**Run 1: sequential cells colored by netlist name**

Scale: 3 px per um.
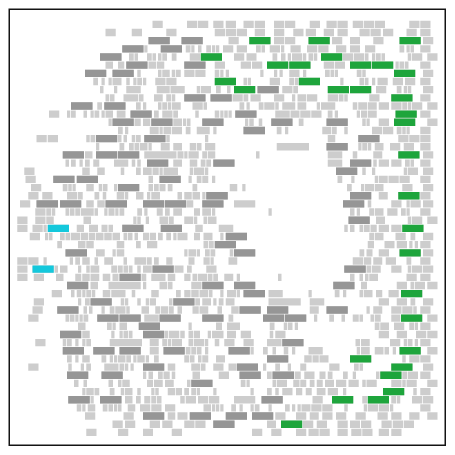
**Run 1: clock network drawn from the DEF**

Scale: 4 px per um.
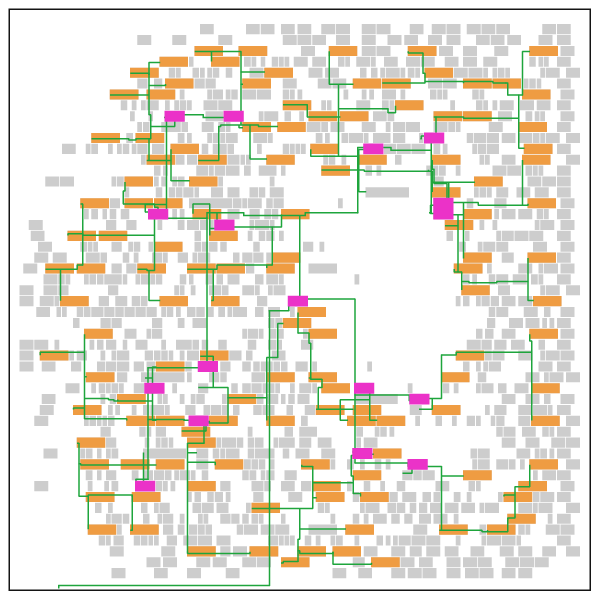
**Run 1: supply network**

Scale: 2 px per um. Pins as bars on the die edge.
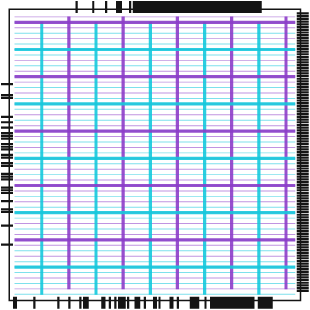
==> config.mk <==
export PLATFORM = sky130hd
export DESIGN_NAME = inst_fetch
export DESIGN_NICKNAME = d
export VERILOG_FILES = /design/src/rtl/inst_fetch.sv
export SDC_FILE = /design/constraint.sdc
export NUM_CORES = 1
export LEC_CHECK = 0
export CAP_MARGIN = 0
export CORE_MARGIN = 2
export CORE_UTILIZATION = 35
export CTS_BUF_LIST = sky130_fd_sc_hd__clkbuf_8
export CTS_CLUSTER_SIZE = 20
export DETAILED_ROUTE_END_ITERATION = 16
export PLACE_DENSITY_LB_ADDON = 0.3
export SYNTH_ARGS = -nofsm -noshare
export SYNTH_HDL_FRONTEND = slang
export SYNTH_SLANG_ARGS = --single-unit
==> constraint.sdc <==
create_clock -name clk -period 4.1 [get_ports clk]
set_clock_uncertainty 0.15 [all_clocks]
set_input_delay 0.615 -clock clk [delete_from_list [all_inputs] [get_ports clk]]
set_output_delay 0.615 -clock clk [all_outputs]
set_load 0.05 [all_outputs]
==> job_summary.md, run 1 <==
### Yosys + OpenROAD results

| Metric | Value |
|---|---|
| Number of fill cells | 1903 |
| Switching Fraction | 32.1% |
| Synth Warn # | 0 |
| Ys flop type | dfxtp_1 |
| Gr ovfl total | 0 |
| Async SR Flop Fraction | 0% |
| Logic area | 3460 um^2 |
| Ao+oa area frac | 16.5% |
| Share of cells above drive strength 1 | 5.49% |
| Outcome | completed |
| Met3 WL | 1.50 mm |
| Distinct lib cells | 58 |
| Max-area cell share | 38.0% |
| Reg clk slew, reported paths | 0.08 ns |
| Yosys top cell by area | dfxtp_1 |
| Fin. Hold Viols | 0 |
| Vias/cell | 5.03 |
| CP cell instances | and4_1 > nand4_1 > nor2_2 > nand4_1 > xnor2_1 > clkdlybuf4s50_1 |
| Min-Delay Path Depth | 2 |
| Synth Net Count | 1003 |
| Dpl hpwl | 16.0 mm |
| GR met3 Demand/Resource | 5.00% |
| Die area | 21000 um^2 |
| Met1 Usage GRT | 26.7% |
| Final Slew Violations | 0 |
| Hold buffer count at cts | 0 |
| Sequential share of power | 41.1% |
| Yosys cell count | 932 |
| Antenna violations before repair | 0 |
| Crit-path slowest cell | clkdlybuf4s50_1 |
| Endpoint class of the critical path | output pin |
| Crit-path most repeated cell | nand4_1 |
| EDFF count, synth | 0 |
| Stages on worst setup path | 6 |
| Setup_tns | 0 ns |
| Clock network share of area | 4.65% |
| # rows | 51 |
| # resized after CTS | 0 |
| Xor/xnor share | 5.17% |
| Largest net degree at the start of global routing | 85 |
| Crit start category | register |
| Io pins | 273 |
| P_int | 2340 uW |
| GR peak layer | met2 |
| Combinational gates | 648 |
| Sequential fraction of the synthesis area | 38.0% |
| Most frequent cells in the layout | clkdlybuf4s50_1 (269), nand2_1 (219), dfxtp_1 (132) |
Back to the opening pictures, 'sequential cells colored by netlist name':
Key: cyan = state [sequential cells 2]; green = instWord [sequential cells 32]
seq pwr: 1420 uW
register area: 2640 um^2
final core utilization: 50.4%
fraction of area in registers: 27.0%

Back to the opening pictures, 'clock network drawn from the DEF':
Key: magenta = clock-net drivers [count 17]; green = clock wires [length 1850 um]; orange = flip-flops [count 132]
Position of the flops: all over the die.
clock latency on the worst-skew pair: 0.46 ns
Clock net power: 1270 uW
Clock power frac: 36.9%

Back to the opening pictures, 'supply network':
Key: purple = VDD; cyan = VSS
52 met1 rails follow the rows. 10 straps on met4. The core has 51 rows.
Horiz. Die Dim: 145 um
Die Ht: 145 um

## run 1: through the flow
| step | setup WS [ns] | hold slack (ns) | utilization [%] | cell area, um^2 | instances |
|---|---|---|---|---|---|
| after floorplan | 0.625 | 0.281 | - | 6950 | 932 |
| after global placement | 0.651 | 0.287 | 48.0 | 9350 | 1346 |
| after detailed placement | 0.639 | 0.292 | 48.0 | 9350 | 1346 |
| after CTS | 0.131 | 0.304 | 50.4 | 9800 | 1377 |
| after global routing | 0.113 | 0.320 | 50.4 | 9800 | 1377 |
| final | 0.344 | 0.300 | 50.4 | 9800 | 1377 |
## run 1: power groups by stage
stage          registers, uW  clock network, uW  logic [uW]
3_3_place_gp            1440                  0         756
4_1_cts                 1420               1300         762
3_5_place_dp            1450                  0         759
5_1_grt                 1430               1360         806
6_report                1420               1270         759
2_1_floorplan           1570                  0         360
**Run 1: placed cells, one color a class**

Scale: 3 px per um. Fill, decap, tap and diode cells in gray.
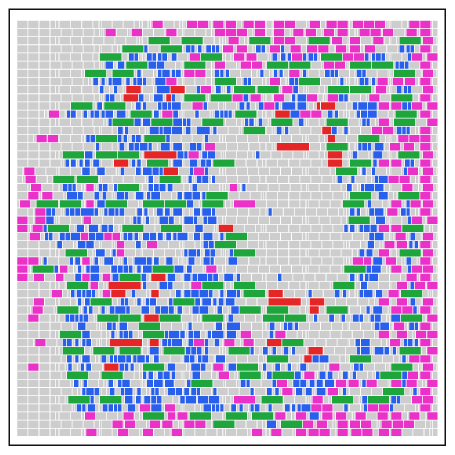

==> run 2, diff against run 1 <==
Settings changed: CORE_MARGIN 2 to default, SLEW_MARGIN from default to 20.
Clock period 4.1 ns to 3.08 ns, I/O delays scaled along.
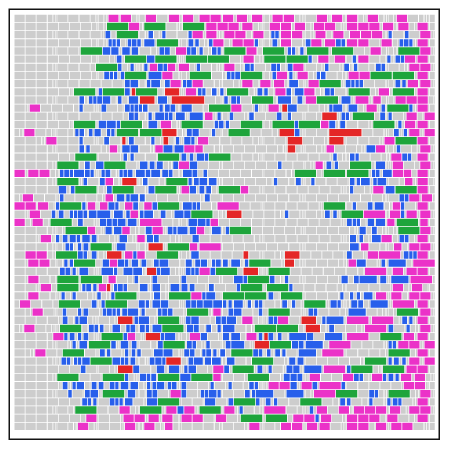
**Above:** run 2 (placed cells, one color a class).
Scale: 3 px per um. Fill, decap, tap and diode cells in gray.
Key: magenta = remaining buffers and delay cells [cells 307]; green = registers [cells 132]; blue = remaining logic cells [cells 660]; red = clock drivers and dummy loads [cells 32]
final core utilization: 52.0%
Design Area, Final: 10100 um^2
fraction of area in registers: 26.1%
# rows: 51
core box area: 19500 um^2

==> job_summary.md, run 2 <==
### Yosys + OpenROAD results

| Metric | Value |
|---|---|
| Hold buffer count at cts | 0 (unchanged) |
| Final Slew Violations | 0 (unchanged) |
| Yosys cell count | 932 (unchanged) |
| Synth Net Count | 1003 (unchanged) |
| Outcome | completed |
| Async SR Flop Fraction | 0% (unchanged) |
| Yosys top cell by area | dfxtp_1 |
| # resized after CTS | 1 (+1) |
| Fin Hold WS | 0.301 ns (+0.00129 ns) |
| Share of cells above drive strength 1 | 9.90% (+4.4 points) |
| Antenna violations before repair | 0 (unchanged) |
| Distinct lib cells | 58 (unchanged) |
| Setup_tns | 0 ns (unchanged) |
| Number of fill cells | 1889 (-0.74%) |
| Area growth syn-to-layout | 45.8% |
| Area after DPL | 9730 um^2 (+4.2%) |
| Dpl hpwl | 16.2 mm (+1.5%) |
| Final Non-Filler Cells | 1396 (+1.4%) |
| Logic area | 3560 um^2 (+2.7%) |
| Xor/xnor share | 5.17% (unchanged) |
| Combinational gates | 648 (unchanged) |
| Ao+oa area frac | 16.5% (unchanged) |
| Synth Warn # | 0 (unchanged) |
| Gr ovfl total | 0 (unchanged) |
| GR met3 Demand/Resource | 3.76% (-1.2 points) |
| Reg clk slew, reported paths | 0.07 ns (about the same) |
| Ys flop type | dfxtp_1 |
| Min-Delay Path Depth | 2 (unchanged) |
| Die Ht | 143 um (-1.4%) |
| Register area | 2640 um^2 (unchanged) |
| Clock latency on the worst-skew pair | 0.44 ns (-0.02 ns) |
| Placement Setup Slack | 0.419 ns (-0.220 ns) |
| H-tree depth | 4 |
| Crit start category | register |
| Die area | 20400 um^2 (-2.7%) |
| Largest net degree at the start of global routing | 80 (-5.9%) |
| Vias/cell | 4.96 (-1.4%) |
| Clock network share of area | 3.86% (-0.79 points) |
| Met3 WL | 1.32 mm (-12%) |
| CTS tree | done |
| Final worst setup slack | 0.211 ns (-0.133 ns) |
| Most frequent cells in the layout | clkdlybuf4s50_1 (244), nand2_1 (219), dfxtp_1 (132) |
| Synth top cells by count | nand2_1 (220), dfxtp_1 (132), a21oi_1 (116), buf_4 (76), clkbuf_1 (56) |
| Sequential fraction of the synthesis area | 38.0% (unchanged) |
| Endpoint class of the critical path | output pin |
| Max-area cell share | 38.0% (unchanged) |
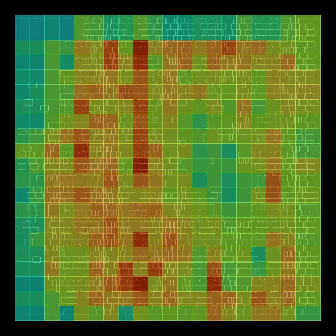
**Above:** run 2 (routing congestion).
WL/cell: 15.6 um
met1 Usage GRT: 28.1%
GRT Total Usage: 21.2%
GR peak layer: met2

run 2: cell count changes in the layout (fill, tap and decap cells not counted), moves of 3 or more:
cell,delta
xnor2_1,-13
buf_4,+24
bufinv_16,-3
inv_1,+3
clkdlybuf4s50_1,-25
buf_12,+17
xnor2_2,+13
run 2: where the power goes:
| part | switching [uW] | total, uW | leakage (uW) | internal, uW |
|---|---|---|---|---|
| Clock | 683 | 1450 | 0.000213 | 770 |
| Sequential | 97.7 | 1880 | 0.00107 | 1780 |
| Combinational | 663 | 1050 | 0.00229 | 386 |
run 2: worst max-delay path: stages (launching register included):
cell and delay [ns]:
dfxtp_1 0.43, and4_1 0.25, nand4_1 0.24, nor2_1 0.17, buf_4 0.17, nand4_1 0.15, xnor2_2 0.23, buf_12 0.17
No activity file was given, so power comes from the tool's default toggle rates.
